==> src/rtl/mem_wb_stage_pkg.sv <==
// Shared constants and types for the memory/writeback stage of the 8-bit pipeline.
package mem_wb_stage_pkg;

    localparam int DATA_W = 8;
    localparam int ADDR_W = 8;
    localparam int DEPTH  = 256;
    localparam int REG_W  = 5;

    // Memory-mapped I/O addresses; they shadow the top two data-memory words.
    localparam logic [ADDR_W-1:0] IO_OUT_ADDR = 8'hFF;
    localparam logic [ADDR_W-1:0] IO_IN_ADDR  = 8'hFE;

    // Control encodings carried down from execute.
    localparam logic MEM_WRITE  = 1'b1;
    localparam logic MEM_READ   = 1'b0;
    localparam logic WB_SEL_MEM = 1'b1;
    localparam logic WB_SEL_ALU = 1'b0;

    // Writeback record as seen by the register file and the forwarding tap.
    typedef struct packed {
        logic [DATA_W-1:0] ans;
        logic [REG_W-1:0]  rw;
        logic              we;
    } wb_rec_t;

    // Picks the writeback value: memory/IO data only for a real load with mem select.
    function automatic logic [DATA_W-1:0] wb_select(
        input logic              sel_mem,
        input logic              is_load,
        input logic [DATA_W-1:0] rdata,
        input logic [DATA_W-1:0] alu
    );
        logic [DATA_W-1:0] res;
        if (sel_mem == WB_SEL_MEM && is_load) begin
            res = rdata;
        end else begin
            res = alu;
        end
        return res;
    endfunction

endpackage

==> src/rtl/mem_wb_stage_if.sv <==
// Bundle of execute-side inputs, I/O port and writeback/forwarding outputs.
interface mem_wb_stage_if;
    import mem_wb_stage_pkg::*;

    logic [DATA_W-1:0] ans_ex;
    logic [DATA_W-1:0] B_Bypass;
    logic              mem_en_ex;
    logic              mem_rw_ex;
    logic              mem_mux_sel_ex;
    logic [REG_W-1:0]  RW_ex;
    logic [DATA_W-1:0] port_in;
    logic [DATA_W-1:0] port_out;
    logic [DATA_W-1:0] ans_wb;
    logic [REG_W-1:0]  RW_wb;
    logic              reg_we_wb;
    logic              fwd_valid;
    logic [REG_W-1:0]  fwd_RW;
    logic [DATA_W-1:0] fwd_data;
    logic [DATA_W-1:0] store_cnt;

    // Upstream side: execute stage plus the external world driving port_in.
    modport master (
        output ans_ex, B_Bypass, mem_en_ex, mem_rw_ex, mem_mux_sel_ex, RW_ex, port_in,
        input  port_out, ans_wb, RW_wb, reg_we_wb, fwd_valid, fwd_RW, fwd_data, store_cnt
    );

    // The memory/writeback stage itself.
    modport slave (
        input  ans_ex, B_Bypass, mem_en_ex, mem_rw_ex, mem_mux_sel_ex, RW_ex, port_in,
        output port_out, ans_wb, RW_wb, reg_we_wb, fwd_valid, fwd_RW, fwd_data, store_cnt
    );

endinterface

==> src/rtl/mem_wb_stage_data_mem_sp.sv <==
// Single-port data memory: synchronous write, asynchronous read, contents never reset.
module data_mem_sp
    import mem_wb_stage_pkg::*;
#(
    parameter int MEM_DEPTH  = DEPTH,
    parameter int MEM_DATA_W = DATA_W,
    parameter int MEM_ADDR_W = ADDR_W
) (
    input  logic                  clk,
    input  logic                  we_i,
    input  logic [MEM_ADDR_W-1:0] addr_i,
    input  logic [MEM_DATA_W-1:0] wdata_i,
    output logic [MEM_DATA_W-1:0] rdata_o
);

    logic [MEM_DATA_W-1:0] mem_q [MEM_DEPTH];

    // Write port: the array updates on the rising edge when enabled.
    always_ff @(posedge clk) begin
        if (we_i) begin
            mem_q[addr_i] <= wdata_i;
        end
    end

    // Combinational read sees the old word during a same-edge write.
    assign rdata_o = mem_q[addr_i];

endmodule

==> src/rtl/mem_wb_stage.sv <==
// Memory/writeback stage: data-memory access, memory-mapped I/O, store counter
// and the registered writeback record that also feeds the forwarding tap.
module mem_wb_stage
    import mem_wb_stage_pkg::*;
(
    input  logic          clk,
    input  logic          reset,
    mem_wb_stage_if.slave bus
);

    logic              store_s;
    logic              load_s;
    logic [ADDR_W-1:0] addr_s;
    logic              io_out_hit_s;
    logic              io_in_hit_s;
    logic              mem_we_s;
    logic [DATA_W-1:0] mem_rdata_s;
    logic [DATA_W-1:0] rdata_s;

    logic [DATA_W-1:0] ans_wb_d,    ans_wb_q;
    logic [REG_W-1:0]  rw_wb_d,     rw_wb_q;
    logic              reg_we_wb_d, reg_we_wb_q;
    logic [DATA_W-1:0] port_out_d,  port_out_q;
    logic [DATA_W-1:0] store_cnt_d, store_cnt_q;

    data_mem_sp #(
        .MEM_DEPTH  (DEPTH),
        .MEM_DATA_W (DATA_W),
        .MEM_ADDR_W (ADDR_W)
    ) u_data_mem (
        .clk     (clk),
        .we_i    (mem_we_s),
        .addr_i  (addr_s),
        .wdata_i (bus.B_Bypass),
        .rdata_o (mem_rdata_s)
    );

    // Decode the access type, I/O address hits and the memory write strobe.
    always_comb begin
        store_s      = bus.mem_en_ex & (bus.mem_rw_ex == MEM_WRITE);
        load_s       = bus.mem_en_ex & (bus.mem_rw_ex == MEM_READ);
        addr_s       = bus.ans_ex[ADDR_W-1:0];
        io_out_hit_s = (addr_s == IO_OUT_ADDR);
        io_in_hit_s  = (addr_s == IO_IN_ADDR);
        // A store in a reset cycle is dropped, so memory must not see it either.
        mem_we_s     = store_s & ~io_out_hit_s & ~reset;
        if (io_in_hit_s) begin
            rdata_s = bus.port_in;
        end else begin
            rdata_s = mem_rdata_s;
        end
    end

    // Next-state for the writeback record, output port and store counter.
    always_comb begin
        ans_wb_d    = wb_select(bus.mem_mux_sel_ex, load_s, rdata_s, bus.ans_ex);
        rw_wb_d     = bus.RW_ex;
        reg_we_wb_d = ~store_s;
        if (store_s && io_out_hit_s) begin
            port_out_d = bus.B_Bypass;
        end else begin
            port_out_d = port_out_q;
        end
        if (store_s) begin
            store_cnt_d = store_cnt_q + 8'd1;
        end else begin
            store_cnt_d = store_cnt_q;
        end
    end

    // Pipeline registers; synchronous reset wins over any activity this cycle.
    always_ff @(posedge clk) begin
        if (reset) begin
            ans_wb_q    <= 8'h00;
            rw_wb_q     <= 5'd0;
            reg_we_wb_q <= 1'b0;
            port_out_q  <= 8'h00;
            store_cnt_q <= 8'h00;
        end else begin
            ans_wb_q    <= ans_wb_d;
            rw_wb_q     <= rw_wb_d;
            reg_we_wb_q <= reg_we_wb_d;
            port_out_q  <= port_out_d;
            store_cnt_q <= store_cnt_d;
        end
    end

    assign bus.ans_wb    = ans_wb_q;
    assign bus.RW_wb     = rw_wb_q;
    assign bus.reg_we_wb = reg_we_wb_q;
    assign bus.port_out  = port_out_q;
    assign bus.store_cnt = store_cnt_q;
    // The forwarding tap is exactly the registered writeback record.
    assign bus.fwd_valid = reg_we_wb_q;
    assign bus.fwd_RW    = rw_wb_q;
    assign bus.fwd_data  = ans_wb_q;

endmodule

==> src/flat_wrapper.sv <==
// flat-port wrapper written by rule: the top's interface ports become plain ports
module mem_wb_stage_flat import mem_wb_stage_pkg::*;
  (clk, reset, bus_ans_ex, bus_B_Bypass, bus_mem_en_ex, bus_mem_rw_ex, bus_mem_mux_sel_ex, bus_RW_ex, bus_port_in, bus_port_out, bus_ans_wb, bus_RW_wb, bus_reg_we_wb, bus_fwd_valid, bus_fwd_RW, bus_fwd_data, bus_store_cnt);
  mem_wb_stage_if bus_i ();
  input  logic clk;
  input  logic reset;
  input wire logic [$bits(bus_i.ans_ex)-1:0] bus_ans_ex;
  input wire logic [$bits(bus_i.B_Bypass)-1:0] bus_B_Bypass;
  input wire logic [$bits(bus_i.mem_en_ex)-1:0] bus_mem_en_ex;
  input wire logic [$bits(bus_i.mem_rw_ex)-1:0] bus_mem_rw_ex;
  input wire logic [$bits(bus_i.mem_mux_sel_ex)-1:0] bus_mem_mux_sel_ex;
  input wire logic [$bits(bus_i.RW_ex)-1:0] bus_RW_ex;
  input wire logic [$bits(bus_i.port_in)-1:0] bus_port_in;
  output wire logic [$bits(bus_i.port_out)-1:0] bus_port_out;
  output wire logic [$bits(bus_i.ans_wb)-1:0] bus_ans_wb;
  output wire logic [$bits(bus_i.RW_wb)-1:0] bus_RW_wb;
  output wire logic [$bits(bus_i.reg_we_wb)-1:0] bus_reg_we_wb;
  output wire logic [$bits(bus_i.fwd_valid)-1:0] bus_fwd_valid;
  output wire logic [$bits(bus_i.fwd_RW)-1:0] bus_fwd_RW;
  output wire logic [$bits(bus_i.fwd_data)-1:0] bus_fwd_data;
  output wire logic [$bits(bus_i.store_cnt)-1:0] bus_store_cnt;
  assign bus_i.ans_ex = bus_ans_ex;
  assign bus_i.B_Bypass = bus_B_Bypass;
  assign bus_i.mem_en_ex = bus_mem_en_ex;
  assign bus_i.mem_rw_ex = bus_mem_rw_ex;
  assign bus_i.mem_mux_sel_ex = bus_mem_mux_sel_ex;
  assign bus_i.RW_ex = bus_RW_ex;
  assign bus_i.port_in = bus_port_in;
  assign bus_port_out = bus_i.port_out;
  assign bus_ans_wb = bus_i.ans_wb;
  assign bus_RW_wb = bus_i.RW_wb;
  assign bus_reg_we_wb = bus_i.reg_we_wb;
  assign bus_fwd_valid = bus_i.fwd_valid;
  assign bus_fwd_RW = bus_i.fwd_RW;
  assign bus_fwd_data = bus_i.fwd_data;
  assign bus_store_cnt = bus_i.store_cnt;
  mem_wb_stage u_core (.clk(clk), .reset(reset), .bus(bus_i));
endmodule
==> config.mk <==
export PLATFORM = sky130hd
export DESIGN_NAME = mem_wb_stage_flat
export DESIGN_NICKNAME = d
export VERILOG_FILES = /design/src/rtl/mem_wb_stage_pkg.sv /design/src/rtl/mem_wb_stage_if.sv /design/src/rtl/mem_wb_stage_data_mem_sp.sv /design/src/rtl/mem_wb_stage.sv /design/src/flat_wrapper.sv
export SDC_FILE = /design/constraint.sdc
export NUM_CORES = 2
export LEC_CHECK = 0
export CAP_MARGIN = 20
export CORE_MARGIN = 3
export CORE_UTILIZATION = 35
export DETAILED_ROUTE_END_ITERATION = 7
export MAX_ROUTING_LAYER = met4
export PLACE_DENSITY = 0.48
export SLEW_MARGIN = 20
export SYNTH_ARGS = -nofsm -noshare
export SYNTH_HDL_FRONTEND = slang
export SYNTH_SLANG_ARGS = --single-unit
==> constraint.sdc <==
create_clock -name clk -period 7.19 [get_ports clk]
set_clock_uncertainty 0.15 [all_clocks]
set_input_delay 1.0785 -clock clk [delete_from_list [all_inputs] [get_ports clk]]
set_output_delay 1.0785 -clock clk [all_outputs]
set_load 0.02 [all_outputs]
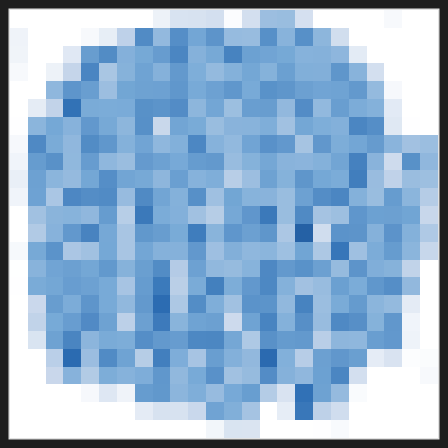
(images/cell_density.png)
24 x 24 tiles, from white (low) to dark blue (high), 0 to 100% covered.
18% of the tiles are nearly empty. The fullest tile reaches 80%. The mean over all tiles is 37%.
Core Util, Final: 0.404
initial core utilization: 0.354
core area: 229,000 um^2

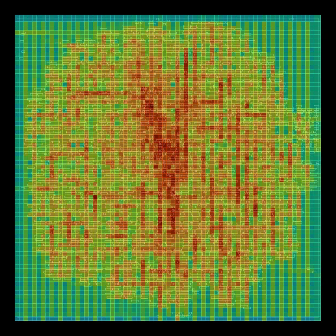
(images/congestion.png)
busiest grt layer: met2
GR Layer Usage met3: 0.0345
global-route met1 utilization: 0.284

==> out/results.ini <==
[run_status]
outcome=finished clean

[final_layout]
regArea_um2=62000
buffer_area_frac=0.0176
max_flop_register=u_core.u_data_mem.mem_q
comb_cells=1569
post_layout_nonfiller_instances=7233
clkCellAreaFrac=0.0784
seq_share=0.672

[power_and_ir_drop]
power_mw=26.1

[placed_design]
placed_cells=6821
place_ws_ns=1.93

[sta]
min_period_over_period=0.614
slew_violations=0
slew_headroom=0.178

[min_path]
min_from=u_core.bus.port_out[7]
whs_endpoint=u_core.bus.port_out[7]

[route]
wl_met2_mm=110
via_per_inst=5.50
wl_mm=234

[job]
warning_count=57

[worst_setup_path]
path_common_cell=nor2_1
worstReg2RegStart=u_core.u_data_mem.mem_q[190][7]
reg2reg_depth=6
reg2reg_setup_slack_ns=4.13
critPathCaptureType=register

[cts]
clockBufferDepth=3

[die]
rows=175
die_x_um=487
chip_area_um2=237000

[synth]
edf_count=2046
yosys_cells=3896
yosysWarnings=0
async_flop_share=0

## kinds of logic after synthesis
kind of cell,count (synthesis),synth area share
buffers and inverters,258,0.0172
AND-OR/OR-AND,299,0.0260
AND/OR/NAND/NOR,555,0.0286
adder cells (fa/ha/maj),1,0.000155
other,1,0.0000464
XOR/XNOR,5,0.000542
flip-flops,2076,0.767
multiplexers,701,0.160
## power by group
| group | internal [mW] | switching [mW] | total [mW] |
|---|---|---|---|
| Sequential | 13.3 | 0.0124 | 13.3 |
| Combinational | 0.435 | 0.917 | 1.35 |
| Clock | 6.63 | 4.76 | 11.4 |
| Total | 20.4 | 5.69 | 26.1 |
## metal layers
layer,GRT usage,vias up
met5,-,-
met4,0.0520,0
met3,0.0345,297
met1,0.284,21590
li1,-,16431
met2,0.308,1465
No activity file was given, so power comes from the tool's default toggle rates.
